## src/rtl/write_addr_burst_gen_pkg.sv

```systemverilog
// rtl/write_addr_burst_gen_pkg.sv - shared burst/state encodings for the AW burst generator
package write_addr_burst_gen_pkg;

  typedef enum logic [1:0] {
    BURST_FIXED = 2'b00,
    BURST_INCR  = 2'b01,
    BURST_WRAP  = 2'b10,
    BURST_RSVD  = 2'b11
  } burst_e;

  typedef enum logic [1:0] {
    ST_IDLE  = 2'd0,
    ST_BURST = 2'd1,
    ST_DONE  = 2'd2
  } state_e;

  // WRAP bursts are only meaningful for 2, 4, 8 or 16 beats
  function automatic logic wrap_len_ok(input logic [7:0] len);
    return (len == 8'd1) || (len == 8'd3) || (len == 8'd7) || (len == 8'd15);
  endfunction

endpackage

```

## src/rtl/write_addr_burst_gen_if.sv

```systemverilog
// rtl/write_addr_burst_gen_if.sv - AW channel in, per-beat address stream out
interface write_addr_burst_gen_if #(
  parameter int ADDR_W = 16
);
  logic [ADDR_W-1:0] awaddr;
  logic [7:0]        awlen;
  logic [2:0]        awsize;
  logic [1:0]        awburst;
  logic              awvalid;
  logic              awready;
  logic [ADDR_W-1:0] beat_addr;
  logic              beat_valid;
  logic              beat_ready;
  logic              beat_last;
  logic              beat_err;
  logic              burst_done;
  logic              burst_err;

  modport slave (
    input  awaddr, awlen, awsize, awburst, awvalid, beat_ready,
    output awready, beat_addr, beat_valid, beat_last, beat_err, burst_done, burst_err
  );

  modport master (
    output awaddr, awlen, awsize, awburst, awvalid, beat_ready,
    input  awready, beat_addr, beat_valid, beat_last, beat_err, burst_done, burst_err
  );
endinterface

```

## src/rtl/write_addr_burst_gen_axi_next_addr.sv

```systemverilog
// rtl/write_addr_burst_gen_axi_next_addr.sv - combinational AXI next-beat address (FIXED/INCR/WRAP)
module axi_next_addr
  import write_addr_burst_gen_pkg::*;
#(
  parameter int ADDR_W = 16
) (
  input  logic [ADDR_W-1:0] addr,
  input  logic [ADDR_W-1:0] start_addr,
  input  logic [2:0]        size,
  input  logic [7:0]        len,
  input  logic [1:0]        burst,
  output logic [ADDR_W-1:0] next_addr
);

  logic [ADDR_W-1:0] bytes;
  logic [ADDR_W-1:0] wrap_len;
  logic [ADDR_W-1:0] boundary;
  logic [ADDR_W-1:0] wrap_off;

  always_comb begin
    bytes    = ADDR_W'(1) << size;
    wrap_len = bytes * (ADDR_W'(len) + ADDR_W'(1));
    boundary = start_addr & ~(wrap_len - ADDR_W'(1));
    wrap_off = (wrap_len == '0) ? '0 : (addr + bytes - boundary) % wrap_len;
    // reserved encoding falls through to INCR; legality is judged upstream
    case (burst_e'(burst))
      BURST_FIXED: next_addr = addr;
      BURST_WRAP:  next_addr = boundary + wrap_off;
      default:     next_addr = (addr & ~(bytes - ADDR_W'(1))) + bytes;
    endcase
  end

endmodule

```

## src/rtl/write_addr_burst_gen.sv

```systemverilog
// rtl/write_addr_burst_gen.sv - AXI4 AW burst expander with MEM_TOP window check
// Optional protocol legality checks enabled by WADDR_PROTOCOL_CHECK_EN.
module write_addr_burst_gen
  import write_addr_burst_gen_pkg::*;
#(
  parameter int                ADDR_W  = 16,
  parameter logic [ADDR_W-1:0] MEM_TOP = ADDR_W'('h3FFF)
`ifdef WADDR_PROTOCOL_CHECK_EN
  , parameter int              BUS_BYTES_LOG2 = 2
`endif
) (
  input  logic                  aclk,
  input  logic                  aresetn,
  write_addr_burst_gen_if.slave bus
);

  state_e            state;
  logic [ADDR_W-1:0] start_addr;
  logic [ADDR_W-1:0] beat_addr;
  logic [ADDR_W-1:0] next_addr;
  logic [7:0]        len;
  logic [7:0]        cnt;
  logic [2:0]        size;
  logic [1:0]        burst;
  logic              illegal;
  logic              illegal_in;
  logic              awready;
  logic              beat_valid;
  logic              beat_last;
  logic              beat_err;
  logic              burst_done;
  logic              burst_err;

`ifdef WADDR_PROTOCOL_CHECK_EN
  logic [ADDR_W-1:0] aw_bytes;
  assign aw_bytes   = ADDR_W'(1) << bus.awsize;
  assign illegal_in = (bus.awburst == BURST_RSVD)
                    || (bus.awsize > 3'(BUS_BYTES_LOG2))
                    || ((bus.awburst == BURST_WRAP) && !wrap_len_ok(bus.awlen))
                    || ((bus.awburst == BURST_WRAP) && ((bus.awaddr & (aw_bytes - ADDR_W'(1))) != '0));
`else
  assign illegal_in = 1'b0;
`endif

  axi_next_addr #(.ADDR_W(ADDR_W)) u_next_addr (
    .addr       (beat_addr),
    .start_addr (start_addr),
    .size       (size),
    .len        (len),
    .burst      (burst),
    .next_addr  (next_addr)
  );

  // gated by beat_valid so a stale out-of-window address does not flag between bursts
  assign beat_err = beat_valid && ((beat_addr > MEM_TOP) || illegal);

  always_ff @(posedge aclk or negedge aresetn) begin
    if (!aresetn) begin
      state      <= ST_IDLE;
      start_addr <= '0;
      beat_addr  <= '0;
      len        <= '0;
      cnt        <= '0;
      size       <= '0;
      burst      <= '0;
      illegal    <= 1'b0;
      awready    <= 1'b0;
      beat_valid <= 1'b0;
      beat_last  <= 1'b0;
      burst_done <= 1'b0;
      burst_err  <= 1'b0;
    end else begin
      case (state)
        ST_IDLE: begin
          if (bus.awvalid && awready) begin
            start_addr <= bus.awaddr;
            beat_addr  <= bus.awaddr;
            len        <= bus.awlen;
            cnt        <= bus.awlen;
            size       <= bus.awsize;
            burst      <= bus.awburst;
            illegal    <= illegal_in;
            awready    <= 1'b0;
            beat_valid <= 1'b1;
            beat_last  <= (bus.awlen == 8'd0);
            state      <= ST_BURST;
          end else begin
            awready <= 1'b1;
          end
        end
        ST_BURST: begin
          if (beat_valid && bus.beat_ready) begin
            burst_err <= burst_err | beat_err;
            if (beat_last) begin
              beat_valid <= 1'b0;
              beat_last  <= 1'b0;
              burst_done <= 1'b1;
              state      <= ST_DONE;
            end else begin
              beat_addr <= next_addr;
              cnt       <= cnt - 8'd1;
              beat_last <= (cnt == 8'd1);
            end
          end
        end
        ST_DONE: begin
          // awready is raised here so it is visible on the first IDLE cycle
          burst_done <= 1'b0;
          burst_err  <= 1'b0;
          awready    <= 1'b1;
          state      <= ST_IDLE;
        end
        default: state <= ST_IDLE;
      endcase
    end
  end

  assign bus.awready    = awready;
  assign bus.beat_addr  = beat_addr;
  assign bus.beat_valid = beat_valid;
  assign bus.beat_last  = beat_last;
  assign bus.beat_err   = beat_err;
  assign bus.burst_done = burst_done;
  assign bus.burst_err  = burst_err;

endmodule
```

## src/flat_wrapper.sv

```systemverilog
// flat-port wrapper written by rule: the top's interface ports become plain ports
module write_addr_burst_gen_flat import write_addr_burst_gen_pkg::*;
#(
  parameter int                ADDR_W  = 16,
  parameter logic [ADDR_W-1:0] MEM_TOP = ADDR_W'('h3FFF)

)
  (aclk, aresetn, bus_awaddr, bus_awlen, bus_awsize, bus_awburst, bus_awvalid, bus_beat_ready, bus_awready, bus_beat_addr, bus_beat_valid, bus_beat_last, bus_beat_err, bus_burst_done, bus_burst_err);
  write_addr_burst_gen_if #(.ADDR_W(ADDR_W)) bus_i ();
  input  logic aclk;
  input  logic aresetn;
  input wire logic [$bits(bus_i.awaddr)-1:0] bus_awaddr;
  input wire logic [$bits(bus_i.awlen)-1:0] bus_awlen;
  input wire logic [$bits(bus_i.awsize)-1:0] bus_awsize;
  input wire logic [$bits(bus_i.awburst)-1:0] bus_awburst;
  input wire logic [$bits(bus_i.awvalid)-1:0] bus_awvalid;
  input wire logic [$bits(bus_i.beat_ready)-1:0] bus_beat_ready;
  output wire logic [$bits(bus_i.awready)-1:0] bus_awready;
  output wire logic [$bits(bus_i.beat_addr)-1:0] bus_beat_addr;
  output wire logic [$bits(bus_i.beat_valid)-1:0] bus_beat_valid;
  output wire logic [$bits(bus_i.beat_last)-1:0] bus_beat_last;
  output wire logic [$bits(bus_i.beat_err)-1:0] bus_beat_err;
  output wire logic [$bits(bus_i.burst_done)-1:0] bus_burst_done;
  output wire logic [$bits(bus_i.burst_err)-1:0] bus_burst_err;
  assign bus_i.awaddr = bus_awaddr;
  assign bus_i.awlen = bus_awlen;
  assign bus_i.awsize = bus_awsize;
  assign bus_i.awburst = bus_awburst;
  assign bus_i.awvalid = bus_awvalid;
  assign bus_i.beat_ready = bus_beat_ready;
  assign bus_awready = bus_i.awready;
  assign bus_beat_addr = bus_i.beat_addr;
  assign bus_beat_valid = bus_i.beat_valid;
  assign bus_beat_last = bus_i.beat_last;
  assign bus_beat_err = bus_i.beat_err;
  assign bus_burst_done = bus_i.burst_done;
  assign bus_burst_err = bus_i.burst_err;
  write_addr_burst_gen #(.ADDR_W(ADDR_W), .MEM_TOP(MEM_TOP)) u_core (.aclk(aclk), .aresetn(aresetn), .bus(bus_i));
endmodule
```

## config.mk

```make
export PLATFORM = sky130hd
export DESIGN_NAME = write_addr_burst_gen_flat
export DESIGN_NICKNAME = d
export VERILOG_FILES = /design/src/rtl/write_addr_burst_gen_pkg.sv /design/src/rtl/write_addr_burst_gen_if.sv /design/src/rtl/write_addr_burst_gen_axi_next_addr.sv /design/src/rtl/write_addr_burst_gen.sv /design/src/flat_wrapper.sv
export SDC_FILE = /design/constraint.sdc
export NUM_CORES = 1
export LEC_CHECK = 0
export CAP_MARGIN = 10
export CORE_MARGIN = 8
export CORE_UTILIZATION = 45
export CTS_BUF_LIST = sky130_fd_sc_hd__clkbuf_8
export DETAILED_ROUTE_END_ITERATION = 7
export PLACE_DENSITY = 0.62
export RECOVER_POWER = 100
export SLEW_MARGIN = 20
export SYNTH_ARGS = -nofsm -noshare
export SYNTH_HDL_FRONTEND = slang
export SYNTH_SLANG_ARGS = --single-unit
```

## constraint.sdc

```tcl
create_clock -name aclk -period 120.6 [get_ports aclk]
set_input_delay 18.09 -clock aclk [delete_from_list [all_inputs] [get_ports aclk]]
set_output_delay 18.09 -clock aclk [all_outputs]
set_load 0.01 [all_outputs]
```

run_1/ff_map.png
Scale bar: 50 um.
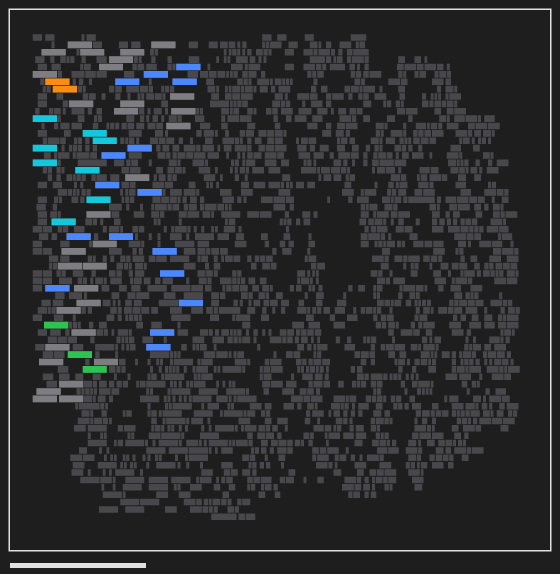
`u_core.cnt` -> cyan  # flops 8, where top left
`u_core.state` -> orange  # flops 2
`u_core.start_addr` -> blue  # flops 16
`u_core.size` -> green  # flops 3
not colored = 31

run_1/clock_wires.png
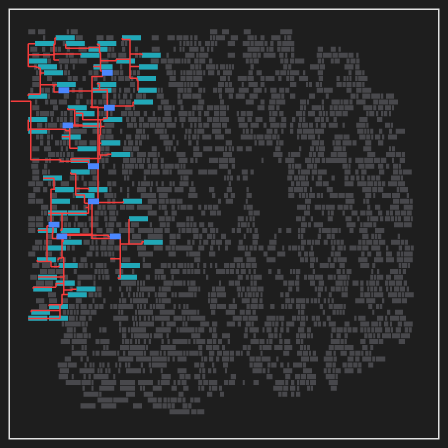
flip-flops -> cyan  # count 60
clock-net drivers -> blue  # count 9
clock wires -> red  # length 942 um
routed clock nets = 10

run_1/placed.png
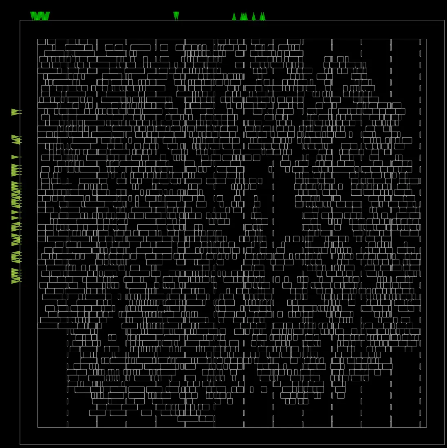
flip-flops: 60
Tapcell Cnt: 448
layout filler cell count: 3341

==> flow_summary_export.csv, run 1 <==
group,metric,value,unit
drt,firstDrtPassIters,5,
finish,largest_class,"multi-input combinational cells",
yosys,common_cells,"ha_1, nor2_1, nand2_1, inv_1, a21oi_1",
clock_network,ctsLongestPathBuffers,2,
drt,drt-vias-per-instance,6.04,
timing,hold_viol_final,0,
grt,grt_first_pass_wirelength,77500,um
die,rows,67,
finish,inv_count,149,
clock_network,postCtsSetupBuffers,0,
yosys,synth-edff-count,0,
grt,grtUsageMet2,41.6,%
drt,ant_nets,0,
drt,drcViolationCount,0,
yosys,aoi_share,25.9,%
drt,wl_met2,22900,um
die,die-area,39700,um^2
yosys,yosys_warnings,0,
critical_path,cp_slowest_cell,"a221oi_1",
finish,area_growth,7.80,%
clock_network,clkLatencyLatePin,350,ps
yosys,synth.area.top_cells,"ha_1, dfrtp_1, fa_1",
finish,comb.multi_input.count,1722,
timing,fin_crit,53570,ps
timing,fmax,18.7,MHz
clock_network,cts_inserted_buffers,9,
timing,timing.final.ws_setup,67030,ps
finish,seq_share,9.22,%
drt,wl_met3,2160,um
grt,grtUsageTotal,24.2,%
grt,grt_use_met1,31.8,%
finish,finalNetCount,2309,
finish,clock_cell_area_share,1.25,%
clock_network,cts_tree,"done",
finish,largestRegisters,"u_core.bus.beat_addr: 16 flops, u_core.start_addr: 16 flops",
clock_network,root_buffer,"clkbuf_8",
grt,busiest_layer,"met2",
timing,worst_pin_slew,3340,ps
yosys,ys_sh_simple,21.1,%
yosys,top_area_share,17.6,%
critical_path,start_kind,"register",
drt,drt_iter0_markers,1176,
critical_path,critPathKind,"register to register",
yosys,syn-cell-area,15100,um^2
place,placed_cell_area,16100,um^2
yosys,mux_area_share,5.53,%
critical_path,critPathMaxStageDelay,1690,ps
grt,grt_pass1_vias,14500,
timing,setup_viol,0,
critical_path,cp.buffers_inverters,9,
timing,slew_violations,111,
yosys,synth_dominant_cell_count,"ha_1",
grt,grt_overflow,0,
yosys,yosys_cells,1983,
finish,mostFrequentLayoutCell,"ha_1",
status,status,"finished with violations",
finish,clkbuf_count,11,
drt,wl_met1,22100,um
grt,grt_start_max_net_pins,61,
yosys,xor_share,7.88,%
place,dpl.cell_count,2449,
yosys,synthCells,1983,
job,max_cap_viol_count,3,
yosys,yosysChipArea,15100,um^2
yosys,netlist_logic_family_top,"AND-OR/OR-AND gates",
status,violations,"capacitance limit, slew limit",
finish,fin_util,48.9,%
place,place_ws,71440,ps
yosys,syn-num-nets,2280,
-- run 1: path summary, 6_finish.rpt --
kind                                 startpoint                        to  cells after the start
setup / recovery                  u_core.len[0]  u_core.bus.beat_addr[15]                    205
hold / removal             u_core.start_addr[5]      u_core.start_addr[5]                      1
setup reg to reg                  u_core.len[0]  u_core.bus.beat_addr[15]                    205
hold reg to reg            u_core.start_addr[5]      u_core.start_addr[5]                      1
max in group asynchronous               aresetn   u_core.bus.beat_addr[5]                      2
min in group asynchronous               aresetn             u_core.cnt[7]                      2
## Run 2: what changed since run 1
PLACE_DENSITY = 0.64   (was 0.62)
clock period = 47.7 ns   (was 120.6 ns; I/O delays follow)
run_2/placed.png
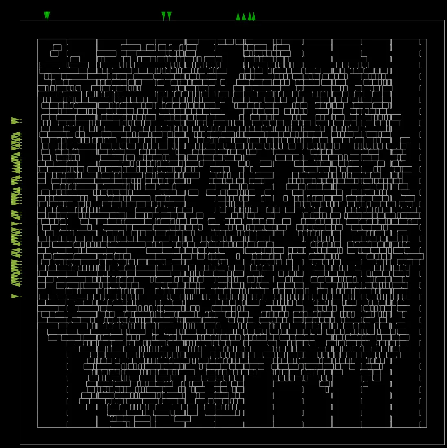
Final Core Density: 50.3%
layout filler cell count: 3316
Core Area: 33300 um^2
sequential cell area share: 8.98%

run_2/sizing.png
Scale bar: 50 um.
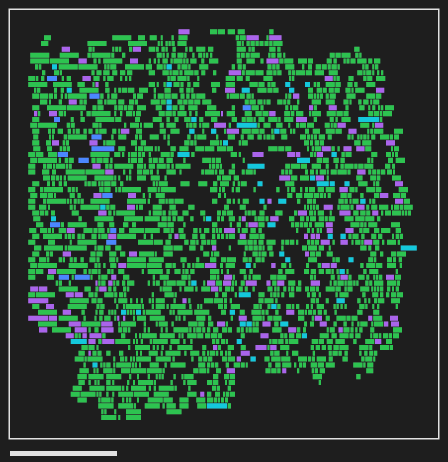
x6 and larger -> blue  # cells 14, share 0.69%
x3 and x4 -> cyan  # cells 57, share 2.8%
x1 and smaller -> green  # cells 1823, share 89%
x2 -> purple  # cells 144, share 7.1%

==> run 2 against run 1 <==
- the run still ends with capacitance limit, slew limit left
- register-to-register slack worse by 64000 ps
- worst hold slack worse by 2.8 ps
- wire length up 1.0%
- area after synthesis unchanged
- worst setup slack worse by 64000 ps
- count of clock-buffer cells in the layout down 2
- via count up 1.2%
- clock skew down 1.8 ps
- die size unchanged
- critical endpoint unchanged
- largest cell class unchanged
==> flow_summary_export.csv, run 2 <==
group,metric,value,unit
clock_network,cts_inserted_buffers,9,
critical_path,critPathMaxStageDelay,540,ps
drt,wl_met2,23000,um
critical_path,worstReg2RegEnd,"u_core.bus.beat_addr[15]",
finish,clkbuf_count,9,
yosys,xor_share,7.88,%
grt,grt_pass1_vias,14800,
yosys,yosys_warnings,0,
drt,drt_iter0_markers,1274,
finish,area_growth,10.9,%
finish,finalNetCount,2330,
grt,grt_first_pass_wirelength,78100,um
critical_path,r2r_cells,208,
critical_path,r2r_start,"u_core.len[0]",
place,dpl.hpwl,39200,um
clock_network,clkLatencyLatePin,350,ps
place,placed_cell_area,16200,um^2
yosys,synth.area.top_cells,"ha_1, dfrtp_1, fa_1",
yosys,synth-main-ff-cell,"dfrtp_1",
yosys,synth-edff-count,0,
timing,slew_violations,95,
finish,ff_count,60,
finish,largestRegisters,"u_core.bus.beat_addr: 16 flops, u_core.start_addr: 16 flops",
min_path,min_to,"u_core.bus.burst_err",
grt,grtUsageTotal,24.4,%
yosys,common_cells,"ha_1, nor2_1, nand2_1, inv_1, a21oi_1",
place,dpl.cell_count,2461,
finish,buffers,91,
grt,grt_overflow,0,
grt,grtUsageMet2,41.5,%
timing,setup_viol,0,
grt,busiest_layer,"met2",
place,port_buffers,54,
yosys,yosys_cells,1983,
finish,comb.multi_input.count,1722,
critical_path,cp_slowest_cell,"fa_1",
place,place_ws,196,ps
yosys,aoi_share,25.9,%
finish,inv_count,149,
drt,firstDrtPassIters,6,
timing,hold_viol_final,0,
drt,ant_nets,0,
timing,fin_crit,44780,ps
timing,worst_pin_slew,3330,ps
drt,drcViolationCount,0,
yosys,ys_sh_simple,21.1,%
timing,fmax,22.3,MHz
yosys,mux_area_share,5.53,%
drt,drt-vias-per-instance,6.06,
finish,mostFrequentLayoutCell,"ha_1",
yosys,yosysChipArea,15100,um^2
min_path,hp-start,"u_core.bus.burst_err",
status,status,"finished with violations",
drt,vias,15100,
yosys,synth_dominant_cell_count,"ha_1",
die,die-area,39700,um^2
job,max_cap_viol_count,2,
drt,wl_met1,21700,um
critical_path,cp.buffers_inverters,9,
clock_network,cts_tree,"done",
die,tap_cells,448,
status,violations,"capacitance limit, slew limit",
finish,clock_cell_area_share,1.19,%
clock_network,postCtsSetupBuffers,0,
critical_path,critPathKind,"register to register",
die,rows,67,
grt,grt_use_met1,31.7,%
critical_path,worstSetupStartpoint,"u_core.len[0]",
critical_path,start_kind,"register",
min_path,holdPathStages,2,
yosys,syn-num-nets,2280,
grt,grt_start_max_net_pins,61,
critical_path,path_common_cell,"o21a_1",
finish,final_cell_mix,"ha_1, nor2_1, nand2_1",
run 2: cell counts after synthesis:
No cell type changed its count.
run 2: how the worst max path moves through the flow:
stage | slack, ps | end | cells after the start
final | 2920 | u_core.bus.beat_addr[15] | 208
after global routing | -270 | u_core.bus.beat_addr[15] | 209
after CTS | 40 | u_core.bus.beat_addr[15] | 204
after detailed placement | 200 | u_core.bus.beat_addr[15] | 204
after global placement | 1360 | u_core.bus.beat_addr[15] | 206
after floorplan | 4510 | u_core.bus.beat_addr[15] | 213
